Fig. 1: run 1, signal wires on met2
Scale: 3 px per µm. Cells faint in the background.
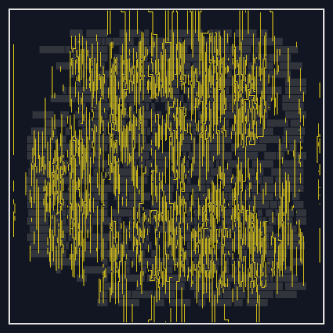
Fig. 2: run 1, where the registers sit
Scale: 4 px per µm. Other sequential cells in the stronger grey, the rest of the logic in the fainter grey.
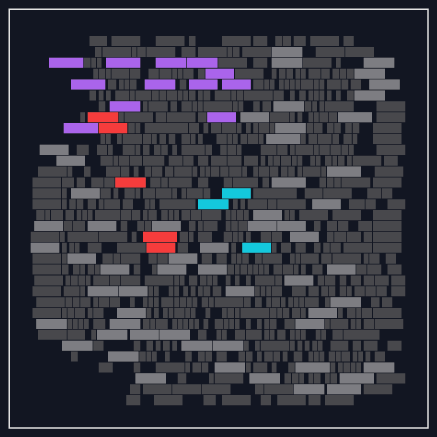
Fig. 3: run 1, routing congestion map
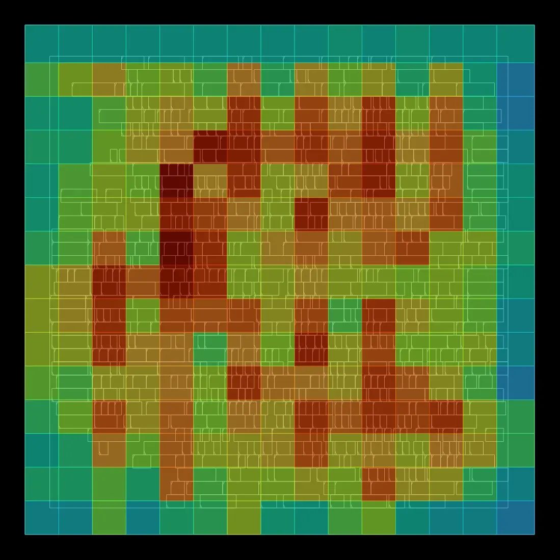
Fig. 4: run 1, close-up of the layout
Region (32, 53) to (72, 93) µm. Cells in grey, sequential cells in the stronger grey; small squares are vias.
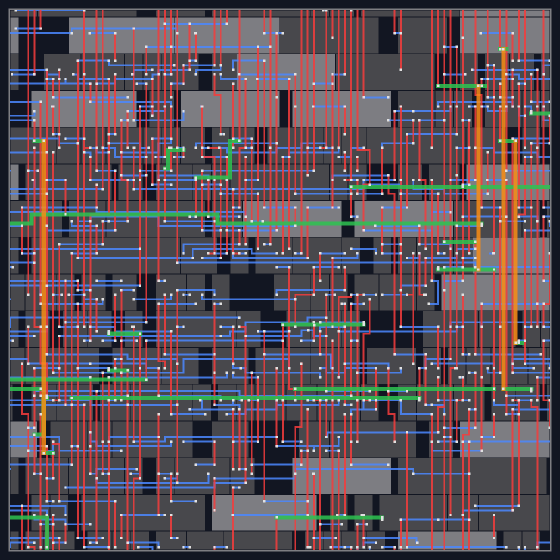
[src/rtl/haar_pkg.sv]
// Shared types and constants for the Haar cascade sequencer and its classifier datapath.
package haar_pkg;

  typedef enum logic [2:0] {
    IDLE,
    HDR,
    TREE,
    THR,
    EOD,
    DECIDE,
    DONE
  } state_e;

  localparam int NUM_CLASSIFIERS     = 18;
  localparam int NUM_STAGE_THRESHOLD = 3;
  localparam int HDR_CYCLES          = 2;
  localparam int THR_CYCLES          = 4;

  // Word positions inside one tree record.
  localparam int WEIGHT_1  = 4;
  localparam int THRESHOLD = 15;
  localparam int LEFT      = 16;
  localparam int RIGHT     = 17;

endpackage

[src/rtl/counter.sv]
// Synchronous up-counter with clear priority over increment; active-low synchronous reset.
module counter #(
  parameter int WIDTH = 12
) (
  input  logic             clk_i,
  input  logic             rst_ni,
  input  logic             clr_i,
  input  logic             inc_i,
  output logic [WIDTH-1:0] count_o
);

  logic [WIDTH-1:0] count_q, count_d;

  always_comb begin
    count_d = count_q;
    if (clr_i) begin
      count_d = '0;
    end else if (inc_i) begin
      count_d = count_q + WIDTH'(1);
    end
  end

  always_ff @(posedge clk_i) begin
    if (!rst_ni) begin
      count_q <= '0;
    end else begin
      count_q <= count_d;
    end
  end

  assign count_o = count_q;

endmodule

[src/rtl/haar_cascade_sequencer.sv]
// Sequences the classifier through every stage of a Haar cascade for one window:
// header fetch, tree word streaming, trailer fetch, stage verdict and early exit.
module haar_cascade_sequencer #(
  parameter int DATA_WIDTH_12       = 12,
  parameter int NUM_CLASSIFIERS     = 18,
  parameter int NUM_STAGE_THRESHOLD = 3,
  parameter int NUM_STAGES          = 22,
  parameter int MAX_TREES           = 256
) (
  input  logic                     clk,
  input  logic                     reset,
  input  logic                     start,
  output logic [DATA_WIDTH_12-1:0] rom_addr,
  input  logic [DATA_WIDTH_12-1:0] rom_data,
  output logic [DATA_WIDTH_12-1:0] data,
  output logic                     en_copy,
  output logic [DATA_WIDTH_12-1:0] index_classifier,
  output logic                     calculate,
  output logic [DATA_WIDTH_12-1:0] index_tree,
  output logic                     end_single_classifier,
  output logic                     end_tree,
  output logic                     end_all_classifier,
  output logic                     end_database,
  input  logic                     candidate,
  output logic [DATA_WIDTH_12-1:0] stage_index,
  output logic                     busy,
  output logic                     done,
  output logic                     face
);
  import haar_pkg::*;

  localparam int W    = DATA_WIDTH_12;
  localparam int PH_W = $clog2(NUM_CLASSIFIERS + 2);

  localparam logic [PH_W-1:0] PH_LAST_ADDR = PH_W'(NUM_CLASSIFIERS - 1);
  localparam logic [PH_W-1:0] PH_LAST_WORD = PH_W'(NUM_CLASSIFIERS);
  localparam logic [PH_W-1:0] PH_CALC      = PH_W'(NUM_CLASSIFIERS + 1);
  localparam logic [PH_W-1:0] PH_HDR_LAST  = PH_W'(HDR_CYCLES - 1);
  localparam logic [PH_W-1:0] PH_THR_LAST  = PH_W'(THR_CYCLES - 1);
  localparam logic [PH_W-1:0] PH_THR_ISSUE = PH_W'(NUM_STAGE_THRESHOLD);
  localparam logic [W-1:0]    TREE_CLAMP   = W'(MAX_TREES);
  localparam logic [W-1:0]    STAGE_LAST   = W'(NUM_STAGES - 1);

  state_e            state_q, state_d;
  logic [PH_W-1:0]   phase_q, phase_d;
  logic [W-1:0]      rom_addr_q, rom_addr_d;
  logic [W-1:0]      tcount_q, tcount_d;
  logic [W-1:0]      stage_q, stage_d;
  logic              face_q, face_d;
  logic              en_copy_q, en_copy_d;
  logic              calc_q, calc_d;
  logic              end_single_q, end_single_d;
  logic              end_tree_q, end_tree_d;
  logic              end_all_q, end_all_d;
  logic              end_db_q, end_db_d;
  logic              done_q, done_d;
  logic              busy_q, busy_d;
  logic              issue, tree_clr, tree_inc, word_clr, word_inc, last_tree;

  assign last_tree = (index_tree == tcount_q - W'(1));
  assign word_clr  = (state_q != TREE) || (phase_q == PH_CALC);
  assign word_inc  = (state_q == TREE) && (phase_q != '0) && (phase_q < PH_LAST_WORD);

  counter #(.WIDTH(W)) u_word_cnt (
    .clk_i   (clk),
    .rst_ni  (reset),
    .clr_i   (word_clr),
    .inc_i   (word_inc),
    .count_o (index_classifier)
  );

  counter #(.WIDTH(W)) u_tree_cnt (
    .clk_i   (clk),
    .rst_ni  (reset),
    .clr_i   (tree_clr),
    .inc_i   (tree_inc),
    .count_o (index_tree)
  );

  always_comb begin
    state_d    = state_q;
    phase_d    = phase_q + PH_W'(1);
    rom_addr_d = rom_addr_q;
    tcount_d   = tcount_q;
    stage_d    = stage_q;
    face_d     = face_q;
    issue      = 1'b0;
    tree_clr   = 1'b0;
    tree_inc   = 1'b0;
    case (state_q)
      IDLE: begin
        phase_d = '0;
        if (start) begin
          state_d    = HDR;
          rom_addr_d = '0;
          stage_d    = '0;
          face_d     = 1'b0;
          tree_clr   = 1'b1;
        end
      end
      HDR: begin
        issue = (phase_q == '0);
        if (phase_q == PH_HDR_LAST) begin
          phase_d  = '0;
          tcount_d = (rom_data > TREE_CLAMP) ? TREE_CLAMP : rom_data;
          state_d  = (rom_data == '0) ? THR : TREE;
        end
      end
      TREE: begin
        issue = (phase_q <= PH_LAST_ADDR);
        if (phase_q == PH_CALC) begin
          phase_d  = '0;
          tree_inc = 1'b1;
          if (last_tree) state_d = THR;
        end
      end
      THR: begin
        issue = (phase_q < PH_THR_ISSUE);
        if (phase_q == PH_THR_LAST) begin
          phase_d = '0;
          state_d = EOD;
        end
      end
      EOD: begin
        phase_d = '0;
        state_d = DECIDE;
      end
      DECIDE: begin
        phase_d = '0;
        if (!candidate) begin
          face_d  = 1'b0;
          state_d = DONE;
        end else if (stage_q == STAGE_LAST) begin
          face_d  = 1'b1;
          state_d = DONE;
        end else begin
          stage_d  = stage_q + W'(1);
          tree_clr = 1'b1;
          state_d  = HDR;
        end
      end
      DONE: begin
        phase_d = '0;
        state_d = IDLE;
      end
      default: begin
        phase_d = '0;
        state_d = IDLE;
      end
    endcase
    if (issue) rom_addr_d = rom_addr_q + W'(1);
  end

  // Strobes are decoded from the upcoming state/phase so they leave flops aligned to that cycle.
  always_comb begin
    en_copy_d    = (state_d == TREE) && (phase_d != '0) && (phase_d <= PH_LAST_WORD);
    end_single_d = (state_d == TREE) && (phase_d == PH_LAST_WORD);
    calc_d       = (state_d == TREE) && (phase_d == PH_CALC);
    end_tree_d   = calc_d && last_tree;
    end_all_d    = (state_d == THR) && (phase_d != '0);
    end_db_d     = (state_d == EOD);
    done_d       = (state_d == DONE);
    busy_d       = (state_d != IDLE);
  end

  always_ff @(posedge clk) begin
    if (!reset) begin
      state_q      <= IDLE;
      phase_q      <= '0;
      rom_addr_q   <= '0;
      tcount_q     <= '0;
      stage_q      <= '0;
      face_q       <= 1'b0;
      en_copy_q    <= 1'b0;
      calc_q       <= 1'b0;
      end_single_q <= 1'b0;
      end_tree_q   <= 1'b0;
      end_all_q    <= 1'b0;
      end_db_q     <= 1'b0;
      done_q       <= 1'b0;
      busy_q       <= 1'b0;
    end else begin
      state_q      <= state_d;
      phase_q      <= phase_d;
      rom_addr_q   <= rom_addr_d;
      tcount_q     <= tcount_d;
      stage_q      <= stage_d;
      face_q       <= face_d;
      en_copy_q    <= en_copy_d;
      calc_q       <= calc_d;
      end_single_q <= end_single_d;
      end_tree_q   <= end_tree_d;
      end_all_q    <= end_all_d;
      end_db_q     <= end_db_d;
      done_q       <= done_d;
      busy_q       <= busy_d;
    end
  end

  assign rom_addr              = rom_addr_q;
  assign data                  = rom_data;
  assign en_copy               = en_copy_q;
  assign calculate             = calc_q;
  assign end_single_classifier = end_single_q;
  assign end_tree              = end_tree_q;
  assign end_all_classifier    = end_all_q;
  assign end_database          = end_db_q;
  assign stage_index           = stage_q;
  assign busy                  = busy_q;
  assign done                  = done_q;
  assign face                  = face_q;

endmodule

[config.mk]
export PLATFORM = sky130hd
export DESIGN_NAME = haar_cascade_sequencer
export DESIGN_NICKNAME = d
export VERILOG_FILES = /design/src/rtl/haar_pkg.sv /design/src/rtl/counter.sv /design/src/rtl/haar_cascade_sequencer.sv
export SDC_FILE = /design/constraint.sdc
export NUM_CORES = 1
export LEC_CHECK = 0
export ABC_AREA = 1
export CORE_MARGIN = 5
export CORE_UTILIZATION = 47
export DETAILED_ROUTE_END_ITERATION = 12
export PLACE_DENSITY = 0.83
export SLEW_MARGIN = 20
export SYNTH_ARGS = -nofsm -noshare
export SYNTH_HDL_FRONTEND = slang
export SYNTH_SLANG_ARGS = --single-unit
[constraint.sdc]
create_clock -name clk -period 2 [get_ports clk]
set_clock_uncertainty 0.15 [all_clocks]
set_input_delay 0.4 -clock clk [delete_from_list [all_inputs] [get_ports clk]]
set_output_delay 0.4 -clock clk [all_outputs]
set_load 0.1 [all_outputs]
==> run_results.csv, run 1 <==
group,metric,value,unit
final_timing,hold_slack,0.310,ns
logic_synthesis,ys_cells,601,
floorplan,ios,85,
cts,clock_latency,0.35,ns
routing,wl_per_cell,15.6,µm
floorplan,coreArea,8680,µm²
min_path,min_path_type,"reg2reg",
routing,via_per_inst,5.44,
logic_synthesis,ys_ff,77,
cells_and_area,lay_top_count,"nand2_1",
cells_and_area,instances_no_fill,850,
cells_and_area,fin_area,6690,µm²
cells_and_area,mostFrequentLayoutCells,"112 x nand2_1, 76 x inv_1, 69 x buf_12",
final_timing,slew_headroom,0.667,
floorplan,row_count,34,
worst_setup_path,crit_fanout,6,
floorplan,die-area,10900,µm²
final_timing,rsz0062_at_grt,"yes",
min_path,hold_depth,2,
cells_and_area,drive_above_1_share,0.356,
worst_setup_path,end_kind,"register",
pwr,vdd_drop_max,0.385,mV
placement,dp_slack,-0.309,ns
outcome,status,"finished, violations left",
worst_setup_path,reg2reg_depth,13,
pwr,power,3.67,mW
logic_synthesis,synth_cell_types,42,
logic_synthesis,synth_warnings,0,
placement,gp_congestion,0.886,
grt,grt_max_degree,28,
logic_synthesis,ys_area,4180,µm²
logic_synthesis,syn_nets,626,
outcome,violations,"negative setup slack",
routing,dr.pass1.iters,5,
cells_and_area,num_antenna_cells,0,
pwr,p_per_area,548,nW/µm²
final_timing,hold_violations,0,
routing,drc,0,
final_timing,finalSetupTns,-0.119,ns
placement,dp_cells,825,
final_timing,setup_ws,-0.0714,ns
cts,tritoncts,"done",
floorplan,die_width,104,µm
logic_synthesis,yosys.stat.seqShare,0.369,
worst_setup_path,arrival,2.16,ns
grt,grt_usage,0.230,
final_timing,drv_slew,0,
worst_setup_path,cp.required,2.09,ns
placement,portBuffers,84,
logic_synthesis,syn_area_per_cell,6.96,µm²
final_timing,fmax,483,MHz
cts,cts_num_sinks,77,
cts,ctsLongestPathBuffers,2,
routing,postRouteAntennaNets,0,
grt,grt_pass1_wl,21200,µm
final_timing,worst_pin_slew,0.498,ns
final_timing,setup_viol,3,
logic_synthesis,syn_area,4180,µm²
cts,clk_pin_slew_worst_paths,0.08,ns
final_timing,timing.final.crit_period,2.07,ns
grt,grt_pass1_vias,4530,
flow_run,drv_cap,0,
cts,cts_root_buf,"clkbuf_8",
routing,first_iter_violations,249,
placement,place_area,6180,µm²
worst_setup_path,path_class,"reg2reg",
pwr,p_leak,2.67,nW
cells_and_area,area_growth,59.9,%
logic_synthesis,synth_cells,601,
grt,overflow,0,
grt,grt_antenna_before_repair,0,
floorplan,die_h,104,µm
cts,cts_made_buffers,9,
worst_setup_path,startpoint_type,"register",
cts,cts_max_level,3,
final_timing,fin_crit_sh,1.04,
cells_and_area,nNetsFinal,762,
placement,dpl.hpwl,9600,µm
flow_run,openroad.warnings,31,
floorplan,fp_util,0.482,
About Fig. 1:
The longest straight run is 36.7 µm. The layer holds 52% of the routed length. The wires run mostly vertical. 674 nets have wire on it. The layer carries 6940 µm of wire.
Vias: 4621
grt met2 use: 0.404
drt total wl: 13300 µm

About Fig. 2:
Cyan marks state_q, sequential cells 3. Purple marks rom_addr, sequential cells 12. Red marks phase_q, sequential cells 5.
Another 57 sequential cells are not coloured.
FF+latch area: 1620 µm²
sequential share of cell area: 0.243
Core Util, Final: 0.770

About Fig. 3:
met1 Resource Use GR: 0.271
Top Usage Layer GRT: met2
met3 usage: 0.0608

About Fig. 4:
Blue marks met1. Green marks met3. Red marks met2. Orange marks met4.
Most frequent: nand2_1 (22), inv_1 (20), buf_4 (14). 168 logic cells have their middle in the window. Netlist names of flops here include rom_addr (7), stage_index (5), state_q (2). Sequential cells in the window: 16.

-- run 1: metal layers --
layer	part of all wire	vias up	track usage
met4	0.014	0	0.0703
li1	-	2252	-
met5	0	-	0
met3	0.063	25	0.0608
met1	0.40	2168	0.271
met2	0.52	176	0.404
-- run 1: cells in the mapped netlist, drive strengths merged --
library cell / instances / share of area
clkinv: 2 / 0.0018
dfxtp: 77 / 0.37
inv: 91 / 0.082
nor2: 69 / 0.069
o21a: 2 / 0.0036
or2: 5 / 0.0075
nand2: 122 / 0.11
a211oi: 12 / 0.022
a22oi: 4 / 0.0072
a311oi: 1 / 0.0021
nand4: 19 / 0.030
o211a: 1 / 0.0024
xor2: 12 / 0.025
or3: 1 / 0.0015
clkbuf: 4 / 0.0036
a31oi: 2 / 0.0030
o21ai: 24 / 0.030
a21boi: 1 / 0.0018
a21oi: 46 / 0.055
nor3b: 1 / 0.0018
buf: 15 / 0.025
o31ai: 2 / 0.0036
nor4: 7 / 0.010
xnor2: 1 / 0.0021
nand3: 46 / 0.062
o221ai: 1 / 0.0021
ha: 9 / 0.027
nor3: 24 / 0.036
-- run 1: cells by family (layout without fill, tap and decap cells) --
| kind of cell | count (synthesis) | in the layout | synth area share |
|---|---|---|---|
| DFF | 77 | 77 | 0.369 |
| buffers and inverters | 112 | 253 | 0.112 |
| adders and majority gates | 9 | 9 | 0.0269 |
| AOI/OAI and AO/OA | 96 | 96 | 0.132 |
| xor gates and xnor gates | 13 | 13 | 0.0272 |
| and+or+nand+nor | 294 | 294 | 0.333 |
-- run 1: state kept, by name, indices dropped and copies added, names as in the netlist, 3 cells and up --
register	flops
phase_q	5
rom_addr	12
stage_index	12
state_q	3
tcount_q	12
u_tree_cnt.count_o	12
u_word_cnt.count_o	12
-- run 1: critical path, cell delays in order (launching register included) --
cell     delay [ns]
dfxtp_4        0.40
inv_4          0.04
ha_4           0.15
inv_2          0.06
nor2_4         0.04
nor3_4         0.28
buf_4          0.17
inv_2          0.04
nor2_4         0.10
nand3_2        0.11
nor2_2         0.15
nand2_1        0.08
o21ai_1        0.14
a21oi_1        0.06
-- run 1: path summary, 6_finish.rpt --
| check | endpoint | slack [ns] | from |
|---|---|---|---|
| worst max-delay path | u_word_cnt.count_o[7] | -0.07 | phase_q[0] |
| worst min-delay path | tcount_q[11] | 0.31 | tcount_q[11] |
| worst max register to register | u_word_cnt.count_o[7] | -0.07 | phase_q[0] |
| worst min register to register | tcount_q[11] | 0.31 | tcount_q[11] |
-- run 1: cell type report --
cell class	count	area (µm²)
multi-input cells	412	2370
clock inverters	7	90.1
flip-flops and latches	77	1620
clock buffers	9	124
repair buffers	144	1990
well taps	108	135
inverters	93	352
fillers	576	1990
-- run 1: power by group --
part           switching [mW]  internal, mW  leakage (nW)
Sequential             0.0305          1.54         0.646
Clock                   0.596         0.696         0.107
Combinational           0.490         0.309          1.92
-- run 1: what timing repair did --
| action | in CTS | in global routing |
|---|---|---|
| resized | 12 | 58 |
| setup buffers | 4 | 5 |
| setup endpoints to repair | 17 | 33 |
| pin swaps | 13 | 26 |
| hold endpoints to repair | 0 | 0 |
| hold buffers | 0 | 0 |
Fig. 5: run 1, gate-type map
Scale: 4 px per µm.
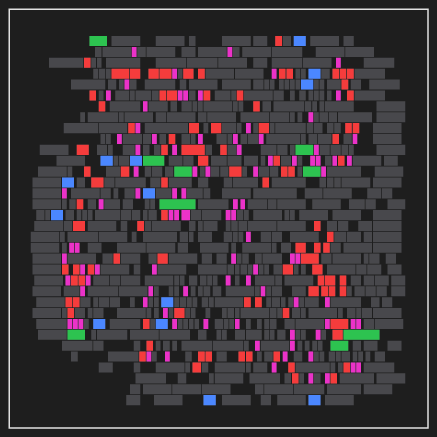

--- run 2 (diff from run 1) ---
Settings changed: CELL_PAD_IN_SITES_DETAIL_PLACEMENT from default to 0, CELL_PAD_IN_SITES_GLOBAL_PLACEMENT from default to 2, CORE_UTILIZATION 47 to 25, PLACE_DENSITY 0.83 to 0.81.
Fig. 6: run 2, gate-type map
Scale: 3 px per µm.
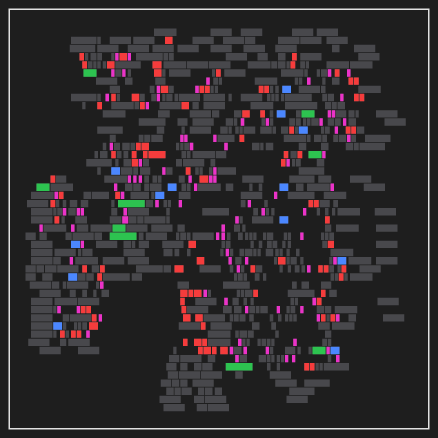
Blue marks XOR/XNOR gates, cells 13. Magenta marks inverters, cells 93. Red marks inverting AOI/OAI gates, cells 93. Green marks adder and majority cells, cells 9.

==> run 2 against run 1 <==
Against the previous run: the flow still finishes with violations (negative setup slack); critical endpoint is now end_tree; clock-buffer cell count stayed put; clock power up 26%; die size up 78%; flip-flop count stayed put; largest power group is now clock.
==> run_results.csv, run 2 <==
group,metric,value,unit
floorplan,row_count,47,
logic_synthesis,synthArstFlopShare,0,
flow_run,drv_cap,0,
grt,grt_pass1_wl,20600,µm
pwr,p_leak,2.75,nW
routing,first_iter_violations,166,
worst_setup_path,worst_path_max_delay_cell,"dfxtp_4",
final_timing,setup_viol,2,
placement,gp_congestion,0.852,
cts,tritoncts,"done",
final_timing,timing.final.crit_period,2.04,ns
final_timing,setup_ws,-0.0389,ns
logic_synthesis,yosys.stat.seqShare,0.369,
pwr,vdd_drop_max,0.385,mV
cells_and_area,instances_no_fill,973,
cells_and_area,drive_above_1_share,0.351,
floorplan,die_width,139,µm
cts,cts_num_sinks,77,
final_timing,drv_slew,0,
routing,vias,4389,
cells_and_area,mostFrequentLayoutCells,"114 x nand2_1, 75 x inv_1, 69 x buf_12",
logic_synthesis,synth_cells,601,
logic_synthesis,top_cells_by_count,"117 x nand2_1, 83 x inv_1, 77 x dfxtp_1",
logic_synthesis,ys_cells,601,
floorplan,die_h,139,µm
worst_setup_path,startpoint_type,"register",
final_timing,fmax,490,MHz
logic_synthesis,edf_count,0,
cells_and_area,area_growth,66.4,%
logic_synthesis,synth_warnings,0,
routing,via_per_inst,4.51,
cts,cts_max_level,3,
cts,clk_pin_slew_worst_paths,0.06,ns
placement,portBuffers,84,
routing,drt_wl_total,12600,µm
logic_synthesis,syn_nets,626,
routing,drc,0,
final_timing,hold_violations,0,
logic_synthesis,synth.area.top_cells,"dfxtp_1 37%, nand2_1 11%, inv_1 7.5%",
cts,cts_root_buf,"clkbuf_16",
floorplan,die-area,19400,µm²
worst_setup_path,crit_fanout,4,
logic_synthesis,yosys_most_used_dff,"dfxtp_1",
cts,ctsLongestPathBuffers,2,
placement,dpl.hpwl,9930,µm
outcome,violations,"negative setup slack",
flow_run,openroad.warnings,31,
worst_setup_path,cp.required,2.12,ns
cells_and_area,lay_top_count,"nand2_1",
logic_synthesis,ys_ff,77,
cells_and_area,fin_area,6960,µm²
floorplan,fp_util,0.253,
final_timing,slew_headroom,0.735,
cts,clock_latency,0.34,ns
cells_and_area,num_antenna_cells,0,
placement,place_area,6410,µm²
final_timing,finalSetupTns,-0.0699,ns
outcome,status,"finished, violations left",
worst_setup_path,cpPeakStageDelay,0.35,ns
worst_setup_path,end_kind,"register",
final_timing,fin_crit_sh,1.02,
pwr,power,4.00,mW
pwr,p_per_area,575,nW/µm²
cts,cts_made_buffers,9,
cells_and_area,final-comb-area,2340,µm²
grt,grt_pass1_vias,4273,
worst_setup_path,arrival,2.16,ns
cells_and_area,nFillCells,1599,
grt,grt_max_degree,20,
logic_synthesis,ys_area,4180,µm²
placement,dp_cells,949,
min_path,min_path_type,"reg2reg",
logic_synthesis,syn_area,4180,µm²
min_path,hold_depth,2,
final_timing,worst_pin_slew,0.394,ns
floorplan,coreArea,16500,µm²
logic_synthesis,syn_area_per_cell,6.96,µm²
worst_setup_path,reg2reg_depth,11,
logic_synthesis,synthMostInstantiatedCell,"nand2_1",
final_timing,rsz0062_at_grt,"yes",
final_timing,hold_slack,0.295,ns
grt,grt_usage,0.128,
cells_and_area,regArea,1630,µm²
worst_setup_path,cp_cell_sequence,"inv_2, ha_1, inv_1, o21ai_4, nand3_2, nand2_1, nand2_1, inv_2, nand4_1, or2_1, nor3_2",
cells_and_area,nNetsFinal,773,
routing,wl_per_cell,12.9,µm
floorplan,ios,85,
grt,overflow,0,
logic_synthesis,yosys.area.top_type_share,0.369,
routing,postRouteAntennaNets,0,
routing,dr.pass1.iters,5,
grt,grt_antenna_before_repair,0,
logic_synthesis,largest_area_cell,"dfxtp_1",
logic_synthesis,synth_cell_types,42,
worst_setup_path,path_class,"reg2reg",
-- run 2: cell counts after synthesis --
No cell type changed its count.
-- run 2: logic make-up (layout without fill, tap and decap cells) --
group	Yosys count	after routing	share of synthesized area
AOI/OAI and AO/OA	96	96	0.132
xor gates and xnor gates	13	13	0.0272
adders and majority gates	9	9	0.0269
buffers and inverters	112	264	0.112
DFF	77	77	0.369
and+or+nand+nor	294	294	0.333
-- run 2: per-stage QoR --
stage | util | setup slack (ns)
final | 0.421 | -0.0389
after global routing | 0.421 | -0.185
after CTS | 0.408 | -0.0277
after detailed placement | 0.388 | -0.306
after global placement | 0.388 | -0.269
after floorplan | - | 0.00813
-- run 2: final cells by class --
class	count	area share
multi-input combinational	412	0.337
timing repair buffer	155	0.297
sequential	77	0.234
inverter	93	0.0505
tap	220	0.0396
clock buffer	9	0.0324
clock inverter	7	0.00953
-- run 2: per-layer routing --
metal | part of all wire | up-vias | GRT usage | wire (µm)
li1 | - | 2270 | - | -
met1 | 0.44 | 2008 | 0.154 | 5570
met2 | 0.49 | 99 | 0.218 | 6220
met3 | 0.048 | 12 | 0.0415 | 603
met4 | 0.015 | 0 | 0.0396 | 187
met5 | 0 | - | 0 | 0
-- run 2: worst max-delay path, delay by kind of cell, from the launching register on --
kind	cells	cell delay [ns]
flip-flops	1	0.35
AND/OR/NAND/NOR	6	0.84
adder cells (fa/ha/maj)	1	0.19
AND-OR/OR-AND	1	0.17
buffers and inverters	3	0.26
-- run 2: report_power, final --
part / switching (mW) / total [mW] / internal, mW
Clock: 0.662 / 1.62 / 0.959
Combinational: 0.487 / 0.805 / 0.318
Sequential: 0.0305 / 1.58 / 1.55
Total: 1.18 / 4.00 / 2.82
-- run 2: final timing paths --
kind,from,slack [ns],endpoint
setup / recovery,phase_q[1],-0.04,end_tree
hold / removal,tcount_q[11],0.30,tcount_q[11]
setup reg to reg,phase_q[1],-0.04,end_tree
hold reg to reg,tcount_q[11],0.30,tcount_q[11]
-- run 2: repair_timing --
item | in CTS | in global routing
cloned | 0 | 1
gates resized | 11 | 48
hold buffers | 0 | 0
endpoints found under the setup margin | 12 | 34
pin swaps | 12 | 22
setup buffers | 1 | 6
Fig. 7: run 2, where the registers sit
Scale: 3 px per µm. Other sequential cells in the stronger grey, the rest of the logic in the fainter grey.
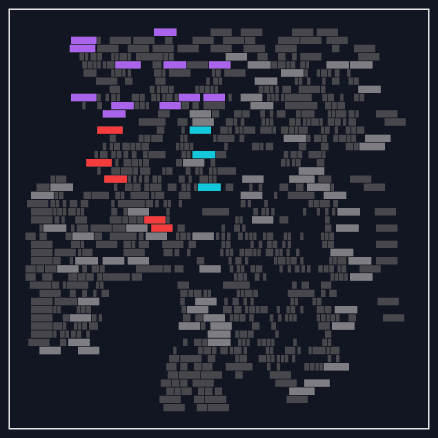

--- run 3 (diff from run 2) ---
Settings changed: ABC_AREA 1 to default, CORE_UTILIZATION 25 to 27.
Fig. 8: run 3, where the registers sit
Scale: 4 px per µm. Other sequential cells in the stronger grey, the rest of the logic in the fainter grey.
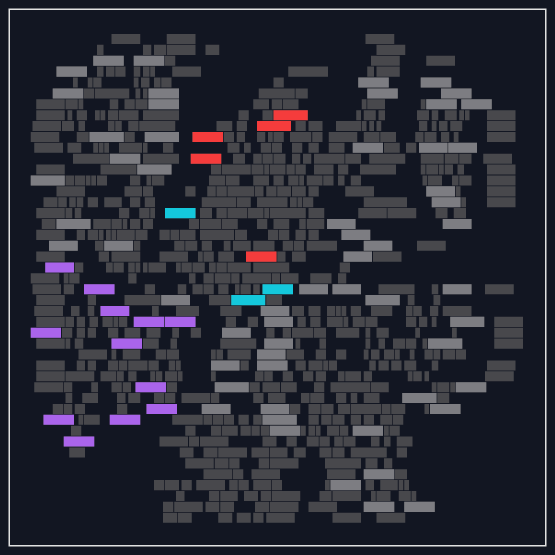
Red marks phase_q, sequential cells 5, where top middle. Purple marks rom_addr, sequential cells 12, where left middle. Cyan marks state_q, sequential cells 3.
Another 57 sequential cells are not coloured.
sequential power: 1.56 mW
sequential share of cell area: 0.212
Core Util, Final: 0.514
FF+latch area: 1640 µm²

==> run 3 against run 2 <==
Against the previous run: the flow still finishes with violations (negative setup slack); register-to-register slack worse by 0.15 ns; flip-flop count stayed put; worst hold slack gained 0.053 ns; total power down 0.51%; cell area up 11%; clock-buffer cell count rose by 4; global-route usage rose by 1.5 points; critical path depth decreased by 5; clock power increased by 7%; routed wire length increased by 2.3%; critical endpoint is now end_all_classifier.
==> run_results.csv, run 3 <==
group,metric,value,unit
floorplan,die-area,17900,µm²
final_timing,rsz0062_at_grt,"yes",
final_timing,timing.final.crit_period,2.18,ns
logic_synthesis,adder_share,0.0272,
floorplan,row_count,45,
logic_synthesis,synth_warnings,0,
grt,grt_max_degree,38,
logic_synthesis,yosys_most_used_dff,"dfxtp_1",
pwr,clockPowerShare,0.438,
floorplan,fp_util,0.274,
final_timing,setup_viol,16,
logic_synthesis,ys_area,4130,µm²
pwr,p_leak,3.08,nW
final_timing,finalSetupTns,-1.32,ns
cells_and_area,nNetsFinal,702,
floorplan,coreArea,15100,µm²
placement,dpl.hpwl,9270,µm
floorplan,die_width,134,µm
logic_synthesis,synth_cells,483,
logic_synthesis,syn_area_per_cell,8.56,µm²
logic_synthesis,ys_cells,483,
pwr,vdd_drop_max,0.406,mV
logic_synthesis,largest_area_cell,"dfxtp_1",
outcome,violations,"negative setup slack",
cts,cts_max_level,3,
cts,cts_num_sinks,77,
worst_setup_path,reg2reg_slack,-0.18,ns
floorplan,die_h,134,µm
routing,wl_per_cell,14.8,µm
logic_synthesis,yosys.area.top_type_share,0.373,
logic_synthesis,compound_area_frac,0.131,
grt,grt_pass1_wl,21000,µm
final_timing,fmax,458,MHz
grt,overflow,0,
logic_synthesis,synth-simple-area-share,0.306,
grt,grt_pass1_vias,4241,
pwr,comb_power_share,0.171,
routing,drt_wl_total,12900,µm
logic_synthesis,ys_ff,77,
grt,grt_usage,0.143,
worst_setup_path,cp.required,2.13,ns
outcome,status,"finished, violations left",
worst_setup_path,startpoint_type,"register",
cells_and_area,mostFrequentLayoutCells,"116 x buf_4, 71 x buf_12, 48 x nor2_1",
final_timing,slew_headroom,0.689,
logic_synthesis,synthMostInstantiatedCell,"dfxtp_1",
cts,ctsLongestPathBuffers,2,
logic_synthesis,synth_cell_types,61,
cells_and_area,area_growth,87.5,%
routing,postRouteAntennaNets,0,
placement,portBuffers,84,
cells_and_area,drive_above_1_share,0.535,
routing,drc,0,
final_timing,hold_violations,0,
grt,grt_antenna_before_repair,0,
cells_and_area,lay_top_count,"buf_4",
logic_synthesis,edf_count,0,
cells_and_area,final-comb-area,2880,µm²
logic_synthesis,logic_family,"simple AND/OR/NAND/NOR gates",
routing,vias,4146,
cts,tritoncts,"done",
cells_and_area,nFillCells,1383,
pwr,power.switching,1.03,mW
final_timing,setup_ws,-0.184,ns
logic_synthesis,synth.area.top_cells,"dfxtp_1 37%, xor2_1 6.1%, nor2_1 5.0%",
placement,gp_congestion,0.826,
flow_run,drv_cap,0,
routing,dr.pass1.iters,4,
pwr,power,3.98,mW
worst_setup_path,end_kind,"register",
cells_and_area,instances_no_fill,870,
pwr,pwr-share-seq,0.391,
pwr,p_per_area,514,nW/µm²
cells_and_area,num_antenna_cells,0,
worst_setup_path,arrival,2.32,ns
cts,clock_latency,0.34,ns
worst_setup_path,path_class,"reg2reg",
## run 3: final timing paths
kind | startpoint | depth (start not counted) | endpoint
worst min-delay path | rom_addr[7] | 2 | rom_addr[7]
worst min register to register | rom_addr[7] | 2 | rom_addr[7]
worst max register to register | tcount_q[3] | 6 | end_all_classifier
worst max-delay path | tcount_q[3] | 6 | end_all_classifier
## run 3: final cells by class
type,instances,area share
Clock buffer,13,0.0363
Clock inverter,3,0.00517
Inverter,13,0.00694
Multi-Input combinational cell,359,0.372
Sequential cell,77,0.212
Tap cell,188,0.0303
Timing Repair Buffer,217,0.337
## run 3: worst max-delay path: stages (launching register included)
cell       delay (ns)
dfxtp_2          0.33
or4_4            0.57
nor4_4           0.30
a211oi_2         0.07
a2111oi_4        0.36
a21o_4           0.21
o211a_1          0.14
## run 3: cells by family (layout without fill, tap and decap cells)
family                     Yosys count  count (layout)
AOI/OAI and AO/OA                   74              74
xor gates and xnor gates            46              46
adders and majority gates            9               9
buffers and inverters               47             246
DFF                                 77              77
muxes                                3               3
and+or+nand+nor                    227             227
## run 3: what timing repair did
action                     CTS  global route
resized                     63            57
pin swaps                   43            57
hold buffers                 0             0
setup buffers               15            17
setup endpoints to repair   46            60
## run 3: power groups by stage
stage                     logic, mW  clock network [mW]  registers, mW
after floorplan               0.285                   0           1.63
after global placement        0.571                   0           1.59
after detailed placement      0.576                   0           1.59
after CTS                     0.648                1.80           1.55
after global routing          0.723                1.86           1.56
final                         0.683                1.74           1.56
## run 3: stage by stage
| stage | cell area, µm² | setup slack (ns) | utilization |
|---|---|---|---|
| floorplan | 4370 | -0.144 | - |
| global placement | 6700 | -0.267 | 0.444 |
| detailed placement | 6700 | -0.281 | 0.444 |
| CTS | 7380 | -0.204 | 0.489 |
| global route | 7750 | -0.282 | 0.514 |
| finish | 7750 | -0.184 | 0.514 |
## run 3: per-layer routing
metal / share of wire / global-route usage
met1: 0.46 / 0.183
met2: 0.49 / 0.235
met3: 0.037 / 0.0325
met4: 0.015 / 0.0537
met5: 0 / 0
No activity file was given, so power comes from the tool's default toggle rates.
